**config.mk**
```make
export PLATFORM = sky130hd
export DESIGN_NAME = sensor_poll_scheduler
export DESIGN_NICKNAME = d
export VERILOG_FILES = /design/src/rtl/sensor_poll_scheduler.sv
export SDC_FILE = /design/constraint.sdc
export NUM_CORES = 1
export LEC_CHECK = 0
export ABC_AREA = 1
export CAP_MARGIN = 25
export CORE_MARGIN = 2
export CORE_UTILIZATION = 40
export DETAILED_ROUTE_END_ITERATION = 8
export PLACE_DENSITY_LB_ADDON = 0.08
export SLEW_MARGIN = 10
export SYNTH_ARGS = -nofsm -noshare
export SYNTH_HDL_FRONTEND = slang
export SYNTH_SLANG_ARGS = --single-unit
```
**constraint.sdc**
```tcl
create_clock -name CLK_26MHZ_IN -period 1.5 [get_ports CLK_26MHZ_IN]
set_clock_uncertainty 0.1 [all_clocks]
set_input_delay 0.375 -clock CLK_26MHZ_IN [delete_from_list [all_inputs] [get_ports CLK_26MHZ_IN]]
set_output_delay 0.375 -clock CLK_26MHZ_IN [all_outputs]
set_load 0.02 [all_outputs]
```
**src/rtl/sensor_poll_scheduler.sv**
```systemverilog
// sensor_poll_scheduler: derives 1 us / 1 ms ticks from the board clock,
// raises periodic poll requests for three sensor slots and grants the shared
// sensor-bus engine to one slot at a time with a start/done handshake and
// a per-transaction timeout.
module sensor_poll_scheduler #(
    parameter int CLK_DIV    = 26,
    parameter int US_PER_MS  = 1000,
    parameter int PERIOD0    = 10,
    parameter int PERIOD1    = 100,
    parameter int PERIOD2    = 1000,
    parameter int TIMEOUT_US = 500
) (
    input  logic       CLK_26MHZ_IN,
    input  logic       RESET,
    input  logic       ENABLE,
    input  logic       DONE,
    input  logic       CLEAR_ERR,
    output logic       TICK_1US,
    output logic [1:0] GRANT,
    output logic       START,
    output logic       BUSY,
    output logic [2:0] MISSED,
    output logic [2:0] TIMEOUT_ERR
);

    localparam int PW   = $clog2(CLK_DIV);
    localparam int UW   = $clog2(US_PER_MS);
    localparam int PMAX = (PERIOD0 > PERIOD1) ? ((PERIOD0 > PERIOD2) ? PERIOD0 : PERIOD2)
                                              : ((PERIOD1 > PERIOD2) ? PERIOD1 : PERIOD2);
    localparam int CW   = (PMAX > 1) ? $clog2(PMAX) : 1;
    localparam int TW   = $clog2(TIMEOUT_US + 1);

    localparam logic [2:0][CW-1:0] RELOAD = {CW'(PERIOD2 - 1), CW'(PERIOD1 - 1), CW'(PERIOD0 - 1)};

    typedef enum logic [1:0] {IDLE, ISSUE, WAIT} state_e;

    logic [PW-1:0]         presc_q;
    logic [UW-1:0]         us_q;
    logic                  ms_tick;
    logic [2:0][CW-1:0]    cnt_q, cnt_d;
    logic [2:0]            set_ev;
    logic [2:0]            pend_q, pend_d;
    logic [2:0]            clr_pend;
    logic [2:0]            miss_set;
    logic [2:0]            missed_q, missed_d;
    logic [2:0]            terr_q, terr_d;
    logic [TW-1:0]         to_cnt_q;
    logic                  to_hit;
    logic [1:0]            pick;
    state_e                state_q;
    logic [1:0]            grant_q;
    logic                  start_q;
    logic                  busy_q;

    assign TICK_1US    = (presc_q == PW'(CLK_DIV - 1));
    assign ms_tick     = TICK_1US && (us_q == UW'(US_PER_MS - 1));
    assign GRANT       = grant_q;
    assign START       = start_q;
    assign BUSY        = busy_q;
    assign MISSED      = missed_q;
    assign TIMEOUT_ERR = terr_q;

    // Free-running clock prescaler and microsecond counter (independent of ENABLE)
    always_ff @(posedge CLK_26MHZ_IN) begin
        if (!RESET) begin
            presc_q <= '0;
            us_q    <= '0;
        end else begin
            presc_q <= TICK_1US ? '0 : presc_q + 1'b1;
            if (TICK_1US)
                us_q <= ms_tick ? '0 : us_q + 1'b1;
        end
    end

    // Per-slot period countdown; a zero count on ms_tick raises a poll request
    always_comb begin
        cnt_d  = cnt_q;
        set_ev = '0;
        for (int i = 0; i < 3; i++) begin
            if (!ENABLE) begin
                cnt_d[i] = RELOAD[i];
            end else if (ms_tick) begin
                if (cnt_q[i] == '0) begin
                    cnt_d[i]  = RELOAD[i];
                    set_ev[i] = 1'b1;
                end else begin
                    cnt_d[i] = cnt_q[i] - 1'b1;
                end
            end
        end
    end

    // Pending requests do not queue: a new request onto a pending one is an overrun,
    // except when the same slot is being issued this cycle (the new request survives)
    always_comb begin
        pend_d   = pend_q;
        miss_set = '0;
        clr_pend = (state_q == ISSUE) ? (3'b001 << grant_q) : 3'b000;
        for (int i = 0; i < 3; i++) begin
            if (!ENABLE) begin
                pend_d[i] = 1'b0;
            end else if (set_ev[i]) begin
                pend_d[i] = 1'b1;
                if (pend_q[i] && !clr_pend[i])
                    miss_set[i] = 1'b1;
            end else if (clr_pend[i]) begin
                pend_d[i] = 1'b0;
            end
        end
    end

    // Timeout fires on the tick that would bring the count to TIMEOUT_US; DONE overrides it
    assign to_hit = (state_q == WAIT) && !DONE && TICK_1US && (to_cnt_q == TW'(TIMEOUT_US - 1));

    // Sticky flags: a new event in the clear cycle survives the clear
    always_comb begin
        missed_d = (CLEAR_ERR ? 3'b000 : missed_q) | miss_set;
        terr_d   = (CLEAR_ERR ? 3'b000 : terr_q) | (to_hit ? (3'b001 << grant_q) : 3'b000);
    end

    // Fixed priority: slot 0 first
    always_comb begin
        casez (pend_q)
            3'b??1:  pick = 2'd0;
            3'b?10:  pick = 2'd1;
            3'b100:  pick = 2'd2;
            default: pick = 2'd0;
        endcase
    end

    // Slot counters, pending bits and sticky flags
    always_ff @(posedge CLK_26MHZ_IN) begin
        if (!RESET) begin
            cnt_q    <= RELOAD;
            pend_q   <= '0;
            missed_q <= '0;
            terr_q   <= '0;
        end else begin
            cnt_q    <= cnt_d;
            pend_q   <= pend_d;
            missed_q <= missed_d;
            terr_q   <= terr_d;
        end
    end

    // Grant FSM: IDLE picks a slot, ISSUE pulses START, WAIT holds BUSY until DONE or timeout
    always_ff @(posedge CLK_26MHZ_IN) begin
        if (!RESET) begin
            state_q  <= IDLE;
            grant_q  <= '0;
            start_q  <= 1'b0;
            busy_q   <= 1'b0;
            to_cnt_q <= '0;
        end else begin
            case (state_q)
                IDLE: begin
                    if (ENABLE && (pend_q != '0)) begin
                        grant_q <= pick;
                        start_q <= 1'b1;
                        state_q <= ISSUE;
                    end
                end
                ISSUE: begin
                    start_q  <= 1'b0;
                    busy_q   <= 1'b1;
                    to_cnt_q <= '0;
                    state_q  <= WAIT;
                end
                WAIT: begin
                    if (DONE || to_hit) begin
                        busy_q  <= 1'b0;
                        state_q <= IDLE;
                    end else if (TICK_1US) begin
                        to_cnt_q <= to_cnt_q + 1'b1;
                    end
                end
                default: begin
                    start_q <= 1'b0;
                    busy_q  <= 1'b0;
                    state_q <= IDLE;
                end
            endcase
        end
    end

endmodule

```
==> summary.txt, run 1 <==
Figures from the flow reports.

Outcome:
- The run finished, with violations left.
- The final reports fail on negative setup slack.

Floorplanning:
- The run puts the die outline area at ~0.010 mm^2.
- The design received a total of 111 well taps at floorplan.
- The run puts the number of ports placed on the die boundary at 16.
- The region available for standard cell placement spans 0.009065 mm^2.
- For this configuration, the core starts out at a cell density of between 40% and 50%.

Hold path:
- The path with the worst hold slack has its endpoint at TIMEOUT_ERR[2]$_SDFF_PN0_.
- The min-delay analysis places its worst path in the category register to register.
- The run gives the number of stages on the worst hold path as 2.
- The worst hold path begins at TIMEOUT_ERR[2]$_SDFF_PN0_.

Finish:
- Of the total standard cell area in the layout, the sequential portion is around a quarter.
- The run puts the number of ordinary and repair buffers in the finished layout at 98.
- After the flow finishes, the layout carries non-filler instances totaling 762.
- Once layout is complete, the utilization of the core stands at 59.08%.
- The run gives the layout inverter count without the clock tree as 72.
- In the finished design the tool counted flip-flops and latches totalling 69.
- The largest registers in the layout are cnt_q x30, us_q x10, to_cnt_q x9.
- The run puts the clock buffer and inverter area fraction after layout at roughly 4.6%.
- The run puts the share of cells above drive strength 1 at about a third.
- The number of multi-input combinational cells in the layout is 396.
- The run puts the antenna diode count at 0.
- The run puts the data-path buffer share of cell area in the final layout at 15.61%.
- Ranking logic cells in the layout by count gives the top entries 102 x sky130_fd_sc_hd__nand2_1, 74 x sky130_fd_sc_hd__nor2_1, 65 x sky130_fd_sc_hd__dfxtp_1, 64 x sky130_fd_sc_hd__buf_4, 56 x sky130_fd_sc_hd__inv_1.
- The run puts the fraction of area in multi-input gates at 45.49%.

Place:
- The run gives the placed cell count as 731.
- The run puts the placed instance area at around 0.0045 mm^2.
- The run puts the routability-driven placement congestion ratio at ~0.82.
- After legalization and detailed placement, the total HPWL measured between 6 and 7 mm.

CTS:
- The run gives the quantity of hold-fixing buffers added after cts as 0.
- The run puts the maximum buffer depth of the clock tree at 2.
- The root buffer cell chosen for the clock tree is sky130_fd_sc_hd__clkbuf_8.
- The run gives the post-cts gate resize count as around 110.
- TritonCTS built the clock tree.
- The run puts the number of buffers created by CTS at 9.
- The run gives the clock insertion delay at the later pin of the skew report as approximately 0.35 ns.
- The run puts the clock-pin slew reported for the worst setup and hold paths after clock tree synthesis at approximately 0.08 ns.

STA:
- The run puts the time the worst path needs with I/O delays and setup at around 1.7 ns.
- In the final report, the number of endpoints failing setup comes to slightly below 60.
- Once routing completed, OpenROAD measured the worst setup slack at -0.2154 ns.
- The run puts the transition time of the tightest slew-check pin at about 0.37 ns.
- The run puts the number of slew-limit violations in the final report at 0.
- The run gives the worst hold-check slack as 0.3703 ns.
- Setup total negative slack on the finished layout was measured at -6.707 ns.

Logic synthesis:
- The run gives the post-synthesis simple-gate area fraction as ~36%.
- The run puts the cell count in the Yosys report at about 540.
- The synthesized netlist contains 37 unique library cells.
- After synthesis, the chip area reported by Yosys is approximately 0.0037 mm^2.
- The run puts the mean area per synthesized cell at 6.792 um^2.
- The run puts the share of async-settable or async-resettable flops after synthesis at 0%.
- Summing the areas of all compound-gate instances in the mapped netlist gives 10.30% of the synthesized area.
- The synthesis run shows the most used standard cells to be 128 x sky130_fd_sc_hd__nand2_1, 82 x sky130_fd_sc_hd__nor2_1, 69 x sky130_fd_sc_hd__dfxtp_1.
- By area the synthesized netlist is led by sky130_fd_sc_hd__dfxtp_1 38%, sky130_fd_sc_hd__nand2_1 13%, sky130_fd_sc_hd__nor2_1 8.4%.
- The run puts the number of synthesized flops with an enable pin at 0.
- The run puts the adder and majority cell fraction of the synthesized area at approximately 3.4%.
- The run gives the xor-xnor portion of the synthesized cell area as around 3.6%.
- In this run the biggest area consumer among cell types represents 37.53% of the synthesized area.
- The run gives the leading register cell type out of synthesis as sky130_fd_sc_hd__dfxtp_1.
- For this run, the number of Yosys warnings is 0.
- The run gives the number of standard cells after synthesis as around 540.

Routing:
- The run puts the met3 wire length at around 320 um.
- Before antenna repair, the detailed router went through 4 iterations.
- The run puts the detailed route wirelength on metal2 at around 4.5 mm.
- The run gives the DRC violation total after the first TritonRoute iteration as ~120.
- The run puts the length of routed wiring on met1 at around 4.5 mm.
- The run gives the routed wire length as about 9.5 mm.
- The run gives the DRC violation count after routing as 0.
- The run gives the average vias per placed instance as between 4 and 5.

Worst setup path:
- The run gives the sort of element at the start of the critical path as a register.
- The run gives the source of the critical timing path as presc_q[1]$_SDFF_PP0_.
- The run puts the arrival time reported for the critical path endpoint at 1.24 ns.
- In this design, the largest share of critical-path delay is due to flip-flops.
- The run gives the stage delay of the slowest cell on the critical path as between 0.3 and 0.4 ns.
- Counting stages on the worst path, the most repeated cell is sky130_fd_sc_hd__inv_2.
- The launch point of the worst register-to-register path is recorded as presc_q[1]$_SDFF_PP0_.

Power and ir drop:
- The run gives the group drawing the most power as the clock network.
- The run puts the total combinational power at between 0.1 and 0.15 mW.
- Net switching is 21.69% of the power.
- The run puts the clock distribution power at ~1.9 mW.

Global routing:
- met2 is the most crowded layer.
- The run puts the number of antenna violations at the first check in global routing at 0.
- The run puts the global routing usage on met1 at 25.78%.
- The run puts the met2 track utilization from global routing at about a third.
- The run gives the largest net degree at the start of global routing as 20.
- The run gives the all-layer global routing usage as 19.67%.
- The run puts the global-route wire length before repair at roughly 16 mm.

Job:
- The run puts the reported max-cap violation count at 0.
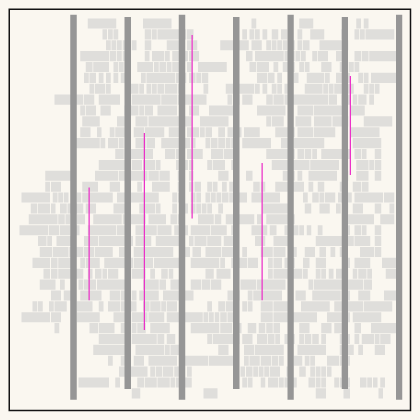
Fig. 1. Metal 4 (run 1).
Scale: 4 px per um. Supply wires on this layer in gray.
nets with wire on the layer: 4
longest straight run: 49.0 um
share of all routed wire: 1.9%

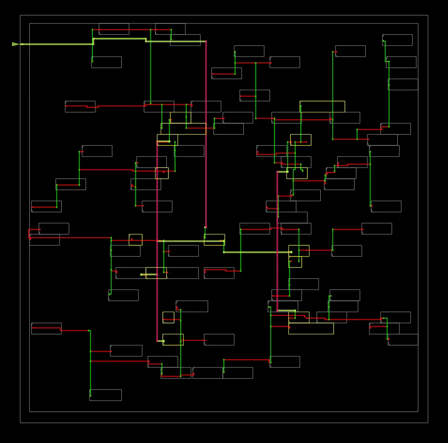
Fig. 2. Clock routing (run 1).
clock tree buffer count of the final layout: 9
clk sink count: 69

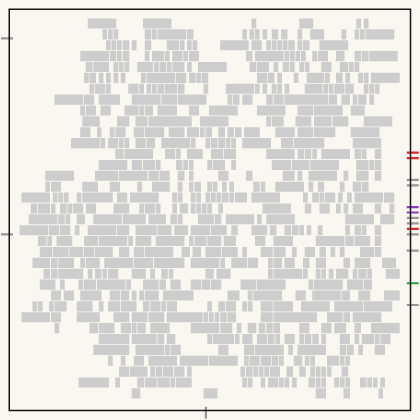
Fig. 3. Pin map (run 1).
Scale: 4 px per um. Pins as bars across the die edge, other pins in gray.
| port | color | pins | direction | edge |
|---|---|---|---|---|
| `TIMEOUT_ERR` | red | 3 | output | east |
| `GRANT` | purple | 2 | output | east |
| `DONE` | green | 1 | input | east |
die span in y: 99.93 um
number of buffer cells added on primary ports: 15
horizontal extent of the die: 99.93 um

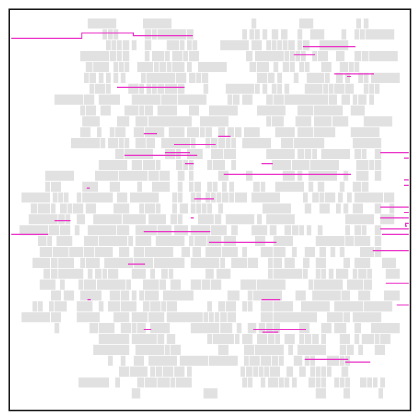
Fig. 4. Metal 3 (run 1).
Scale: 4 px per um.
share of all routed wire: 3.4%
main direction: horizontal
total number of vias: 3721
met3 layer usage reported by global route: 2.786%

Fig. 5: run 1, close-up of the layout
Region (50, 50) to (100, 100) um. Cells in gray, sequential cells in the stronger gray; small squares are vias.
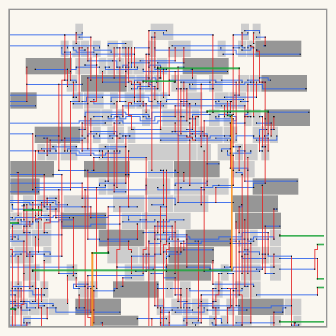

==> run 2: changes to the inputs <==
--- a/config.mk
+++ b/config.mk
@@ -7,11 +7,11 @@
 export LEC_CHECK = 0
 export ABC_AREA = 1
 export CAP_MARGIN = 25
+export CORE_ASPECT_RATIO = 1.2
 export CORE_MARGIN = 2
 export CORE_UTILIZATION = 40
 export DETAILED_ROUTE_END_ITERATION = 8
 export PLACE_DENSITY_LB_ADDON = 0.08
-export SLEW_MARGIN = 10
 export SYNTH_ARGS = -nofsm -noshare
 export SYNTH_HDL_FRONTEND = slang
 export SYNTH_SLANG_ARGS = --single-unit
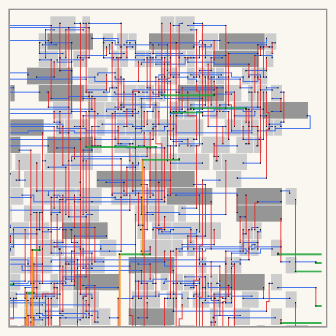
Fig. 6. Close-up of the layout (run 2).
Region (42, 57) to (92, 107) um. Cells in gray, sequential cells in the stronger gray; small squares are vias.
| layer | color |
|---|---|
| M1 | blue |
| M3 | green |
| M4 | orange |
| M2 | red |
netlist names of flops here include: `cnt_q` (13), `MISSED` (2), `TIMEOUT_ERR` (2)
cells with their middle in the window: 175
sequential cells in the window: 20
most frequent: nand2_1 (26), dfxtp_1 (20), nor2_1 (20)

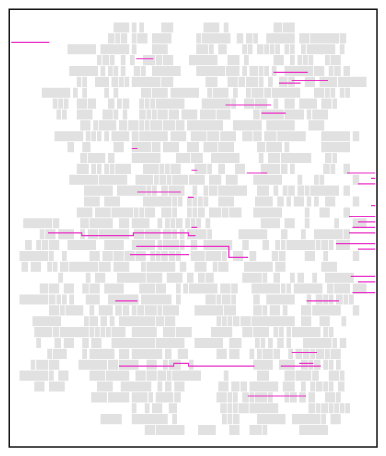
Fig. 7. Metal 3 (run 2).
Scale: 4 px per um.
share of all routed wire: 3.0%
wire length on this layer: 300 um

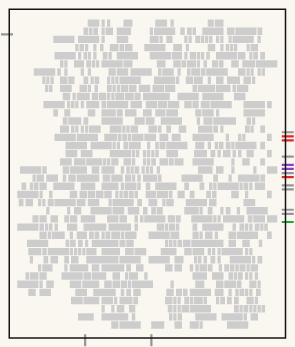
Fig. 8. Pin map (run 2).
Scale: 3 px per um. Pins as bars across the die edge, other pins in gray.
die span in y: 109.1 um
horizontal extent of the die: 91.57 um

==> run 2 against run 1 <==
Global-route usage grew 0.94 points. Cell area is 1.6% higher. Flip-flop count did not move. Wire length grew 4.0%. Largest power group is now registers. Clock power shrank 6%. Non-clock buffer count is 8 higher. Sequential share of layout area fell by 0.42 points. The flow still finishes with violations (negative setup slack). Critical endpoint unchanged.
==> summary.txt, run 2 <==
Figures from the flow reports.

CTS:
- The run puts the quantity of hold-fixing buffers added after cts at 0 (unchanged).
- The clock tree from TritonCTS was yes (unchanged).
- The run gives the clock net sink count as 69 (unchanged).
- The run gives the post-cts gate resize count as 117 (was 111).
- The root cell of the clock tree is sky130_fd_sc_hd__clkbuf_8 (unchanged).
- The run puts the number of buffers created by CTS at 9 (unchanged).

Logic synthesis:
- Post-synth area hogs: sky130_fd_sc_hd__dfxtp_1 38%, sky130_fd_sc_hd__nand2_1 13%, sky130_fd_sc_hd__nor2_1 8.4% (unchanged).
- The run puts the xor-xnor portion of the synthesized cell area at 3.569% (unchanged).
- The run puts the adder and majority cell fraction of the synthesized area at 3.399% (unchanged).
- The leading register cell type out of synthesis is sky130_fd_sc_hd__dfxtp_1 (unchanged).
- The yosys synthesis warning count came to 0 (unchanged).

Outcome:
- Outcome: complete, but fails checks (unchanged).
- Violations in the final reports: negative setup slack (unchanged).

Finish:
- Leading registers by flop count: cnt_q x30, us_q x10, to_cnt_q x9 (unchanged).
- The run gives the antenna diode count as 0 (unchanged).
- The share of cells above drive strength 1 was 34.95% (was 33.95%).
- The run gives the number of ordinary and repair buffers in the finished layout as 106 (was 98).
- Commonest cells after routing, fill and taps aside: 102 x sky130_fd_sc_hd__nand2_1, 72 x sky130_fd_sc_hd__nor2_1, 71 x sky130_fd_sc_hd__buf_4, 65 x sky130_fd_sc_hd__dfxtp_1, 56 x sky130_fd_sc_hd__inv_1 (was 102 x sky130_fd_sc_hd__nand2_1, 74 x sky130_fd_sc_hd__nor2_1, 65 x sky130_fd_sc_hd__dfxtp_1, 64 x sky130_fd_sc_hd__buf_4, 56 x sky130_fd_sc_hd__inv_1).
- The run gives the fraction of area in multi-input gates as 44.78% (was 45.49%).
- The run gives the count of multi-input combinational gates as 396 (unchanged).

Routing:
- The run puts the via total after detailed routing at 3792 (was 3721).
- The first-pass detailed-route iteration total came to 4 (unchanged).
- The met3 wire length is 299 um (was 317 um).
- The run puts the length of routed wiring on met1 at 4.409 mm (was 4.492 mm).

Global routing:
- The run puts the met2 track utilization from global routing at 36.19% (was 33.37%).
- The run gives the global routing usage on met1 as 24.45% (was 25.78%).
- The met3 layer usage reported by global route came to 4.008% (was 2.786%).
- The run puts the global-route wire length before repair at 16.29 mm (was 15.81 mm).
- The run gives the largest net degree at the start of global routing as 17 (was 20).

Place:
- The total of buffers placed on input and output ports was 15 (unchanged).

STA:
- The run gives the time the worst path needs with I/O delays and setup as 1.712 ns (was 1.715 ns).
- The final setup violation count came to 61 (was 58).
- The run puts the post-layout worst setup margin at -0.2125 ns (was -0.2154 ns).
- The run gives the worst hold-check slack as 0.3318 ns (was 0.3703 ns).

Floorplanning:
- The die outline area is 0.009989 mm^2 (was 0.009986 mm^2).
- The tap cell count was 120 (was 111).
- The run puts the core outline area at 0.008986 mm^2 (was 0.009065 mm^2).

Hold path:
- The run gives the start point of the worst hold path as RESET (was TIMEOUT_ERR[2]$_SDFF_PN0_).
- The worst-case hold path end point was us_q[0]$_SDFFE_PN0N_ (was TIMEOUT_ERR[2]$_SDFF_PN0_).
- The classification of the worst-slack hold path is input port to register (was register to register).

Worst setup path:
- The launch instance of the worst register-to-register path is us_q[1]$_SDFFE_PN0N_ (was presc_q[1]$_SDFF_PP0_).

Power and ir drop:
- The run gives the switching power as a share of total power as 21.66% (was 21.69%).

Job:
- The run puts the reported max-cap violation count at 0 (unchanged).
Fig. 9: run 2, metal 4
Scale: 3 px per um. Supply wires on this layer in gray.
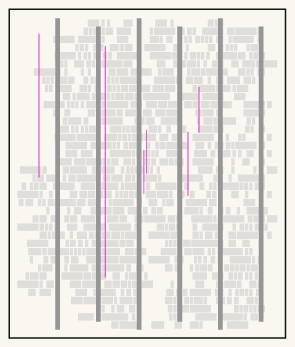

==> run 3: changes to the inputs <==
--- a/config.mk
+++ b/config.mk
@@ -15,3 +15,4 @@
 export SYNTH_ARGS = -nofsm -noshare
 export SYNTH_HDL_FRONTEND = slang
 export SYNTH_SLANG_ARGS = --single-unit
+export TNS_END_PERCENT = 20
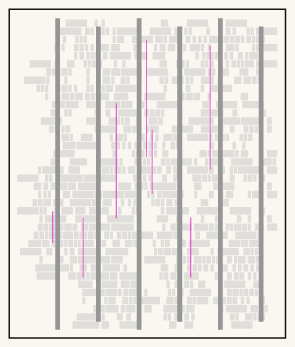
Fig. 10. Metal 4 (run 3).
Scale: 3 px per um. Supply wires on this layer in gray.
share of all routed wire: 2.1%
main direction: vertical
wire length on this layer: 188 um
DRT Wirelength: 8.792 mm
total number of vias: 3655

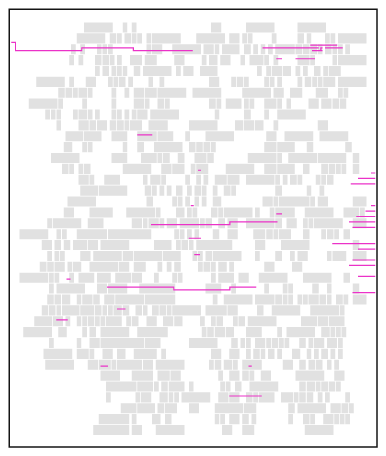
Fig. 11. Metal 3 (run 3).
Scale: 4 px per um.
main direction: horizontal
wire length on this layer: 241 um
longest straight run: 19.5 um
nets with wire on the layer: 26
met3 layer usage reported by global route: 3.455%

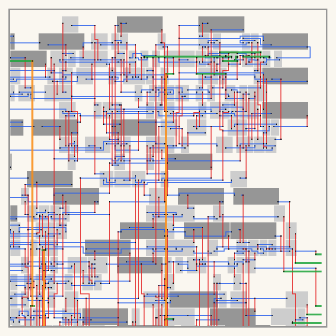
Fig. 12. Close-up of the layout (run 3).
Region (42, 57) to (92, 107) um. Cells in gray, sequential cells in the stronger gray; small squares are vias.

==> run 3 against run 2 <==
The flow still finishes with violations (negative setup slack). Cell count is 2.6% lower. Clock power shrank 6%. Wire length shrank 11%. Die size is the same. Cell area fell by 8.1%. Critical endpoint unchanged.
==> summary.txt, run 3 <==
Figures from the flow reports.

STA:
- The run puts the post-layout worst setup margin at -0.2122 ns (was -0.2125 ns).
- The final setup violation count was 57 (was 61).
- The run puts the time the worst path needs with I/O delays and setup at 1.712 ns (about the same).
- The run puts the worst hold-check slack at 0.3653 ns (was 0.3318 ns).
- The run gives the number of slew-limit violations in the final report as 0 (unchanged).
- The total negative slack was -4.497 ns (was -8.364 ns).

Finish:
- Leading registers by flop count: cnt_q x30, us_q x10, to_cnt_q x9 (unchanged).
- The run gives the final standard cell utilization of the core as 55.67% (was 60.57%).
- Commonest cells after routing, fill and taps aside: 115 x sky130_fd_sc_hd__nand2_1, 75 x sky130_fd_sc_hd__nor2_1, 64 x sky130_fd_sc_hd__dfxtp_1, 64 x sky130_fd_sc_hd__buf_4, 57 x sky130_fd_sc_hd__inv_1 (was 102 x sky130_fd_sc_hd__nand2_1, 72 x sky130_fd_sc_hd__nor2_1, 71 x sky130_fd_sc_hd__buf_4, 65 x sky130_fd_sc_hd__dfxtp_1, 56 x sky130_fd_sc_hd__inv_1).
- The run puts the number of standard cells in the final layout excluding fillers at 761 (was 781).
- The run puts the count of multi-input combinational gates at 396 (unchanged).
- The run gives the antenna diode count as 0 (unchanged).
- The share of cells above drive strength 1 was 27.15% (was 34.95%).
- The run puts the data-path buffer share of cell area in the final layout at 14.98% (was 16.78%).
- The run puts the sequential portion of the cell area at 27.74% (was 25.47%).

Logic synthesis:
- The run puts the cell count in the Yosys report at 542 (unchanged).
- The number of synthesized flops with an enable pin was 0 (unchanged).
- The yosys synthesis warning count was 0 (unchanged).
- The run puts the xor-xnor portion of the synthesized cell area at 3.569% (unchanged).
- The run puts the share of async-settable or async-resettable flops after synthesis at 0% (unchanged).
- The post-synthesis simple-gate area fraction is 36.44% (unchanged).
- The run gives the complex-gate fraction of the synthesized area as 10.30% (unchanged).
- Most common library cells after synthesis: 128 x sky130_fd_sc_hd__nand2_1, 82 x sky130_fd_sc_hd__nor2_1, 69 x sky130_fd_sc_hd__dfxtp_1 (unchanged).
- The run gives the Yosys chip area as 0.003681 mm^2 (unchanged).
- The run puts the number of standard cells after synthesis at 542 (unchanged).
- Post-synth area hogs: sky130_fd_sc_hd__dfxtp_1 38%, sky130_fd_sc_hd__nand2_1 13%, sky130_fd_sc_hd__nor2_1 8.4% (unchanged).
- The run gives the number of distinct library cell variants in the gate-level netlist after synthesis as 37 (unchanged).
- The adder and majority cell fraction of the synthesized area is 3.399% (unchanged).

Power and ir drop:
- The group drawing the most power is registers (unchanged).
- The run gives the total combinational power as 0.117 mW (was 0.115 mW).

CTS:
- The run puts the clock-pin slew reported for the worst setup and hold paths after clock tree synthesis at 0.07 ns (about the same).
- The run puts the post-cts gate resize count at 50 (was 117).
- The run gives the number of buffers created by CTS as 9 (unchanged).
- The clock insertion delay at the later pin of the skew report is 0.36 ns (about the same).
- The run gives the clock tree from TritonCTS as yes (unchanged).

Hold path:
- The classification of the worst-slack hold path is register to register (was input port to register).
- The worst-case hold path end point was BUSY$_SDFFE_PN0P_ (was us_q[0]$_SDFFE_PN0N_).

Routing:
- The first-pass detailed-route iteration total was 5 (was 4).
- The run puts the average vias per placed instance at 4.803 (was 4.855).
- The run puts the DRC violation count after routing at 0 (unchanged).
- The run gives the length of routed wiring on met1 as 4.200 mm (was 4.409 mm).
- The run puts the met3 wire length at 241 um (was 299 um).
- The run puts the detailed route wirelength on metal2 at 4.162 mm (was 4.946 mm).

Worst setup path:
- The launch instance of the worst register-to-register path was presc_q[1]$_SDFF_PP0_ (was us_q[1]$_SDFFE_PN0N_).
- The sort of element at the start of the critical path is a register (unchanged).
- The run puts the arrival time reported for the critical path endpoint at 1.24 ns (about the same).
- The run gives the cell class contributing the biggest share of worst-path delay as flip-flops (unchanged).
- The source of the critical timing path was presc_q[1]$_SDFF_PP0_ (unchanged).
- The most numerous cell on the critical path was sky130_fd_sc_hd__inv_2 (unchanged).
- The run puts the stage delay of the slowest cell on the critical path at 0.33 ns (was 0.34 ns).

Floorplanning:
- The starting utilization of the core area came to 40.96% (unchanged).
- The run gives the core outline area as 0.008986 mm^2 (unchanged).
- The run puts the die outline width at 91.57 um (unchanged).
- The vertical die dimension came to 109.1 um (unchanged).
- The run gives the number of ports placed on the die boundary as 16 (unchanged).

Global routing:
- The run puts the met2 track utilization from global routing at 31.30% (was 36.19%).
- The run puts the global routing usage on met1 at 21.96% (was 24.45%).
- The largest net degree at the start of global routing was 20 (was 17).
- The most utilized layer in the global route result is met2 (unchanged).

Outcome:
- Outcome: complete, but fails checks (unchanged).
- Violations in the final reports: negative setup slack (unchanged).

Place:
- The run puts the placed wire-length estimate at 6.229 mm (was 6.465 mm).
- The run puts the total of buffers placed on input and output ports at 15 (unchanged).
No activity file was given, so power comes from the tool's default toggle rates.
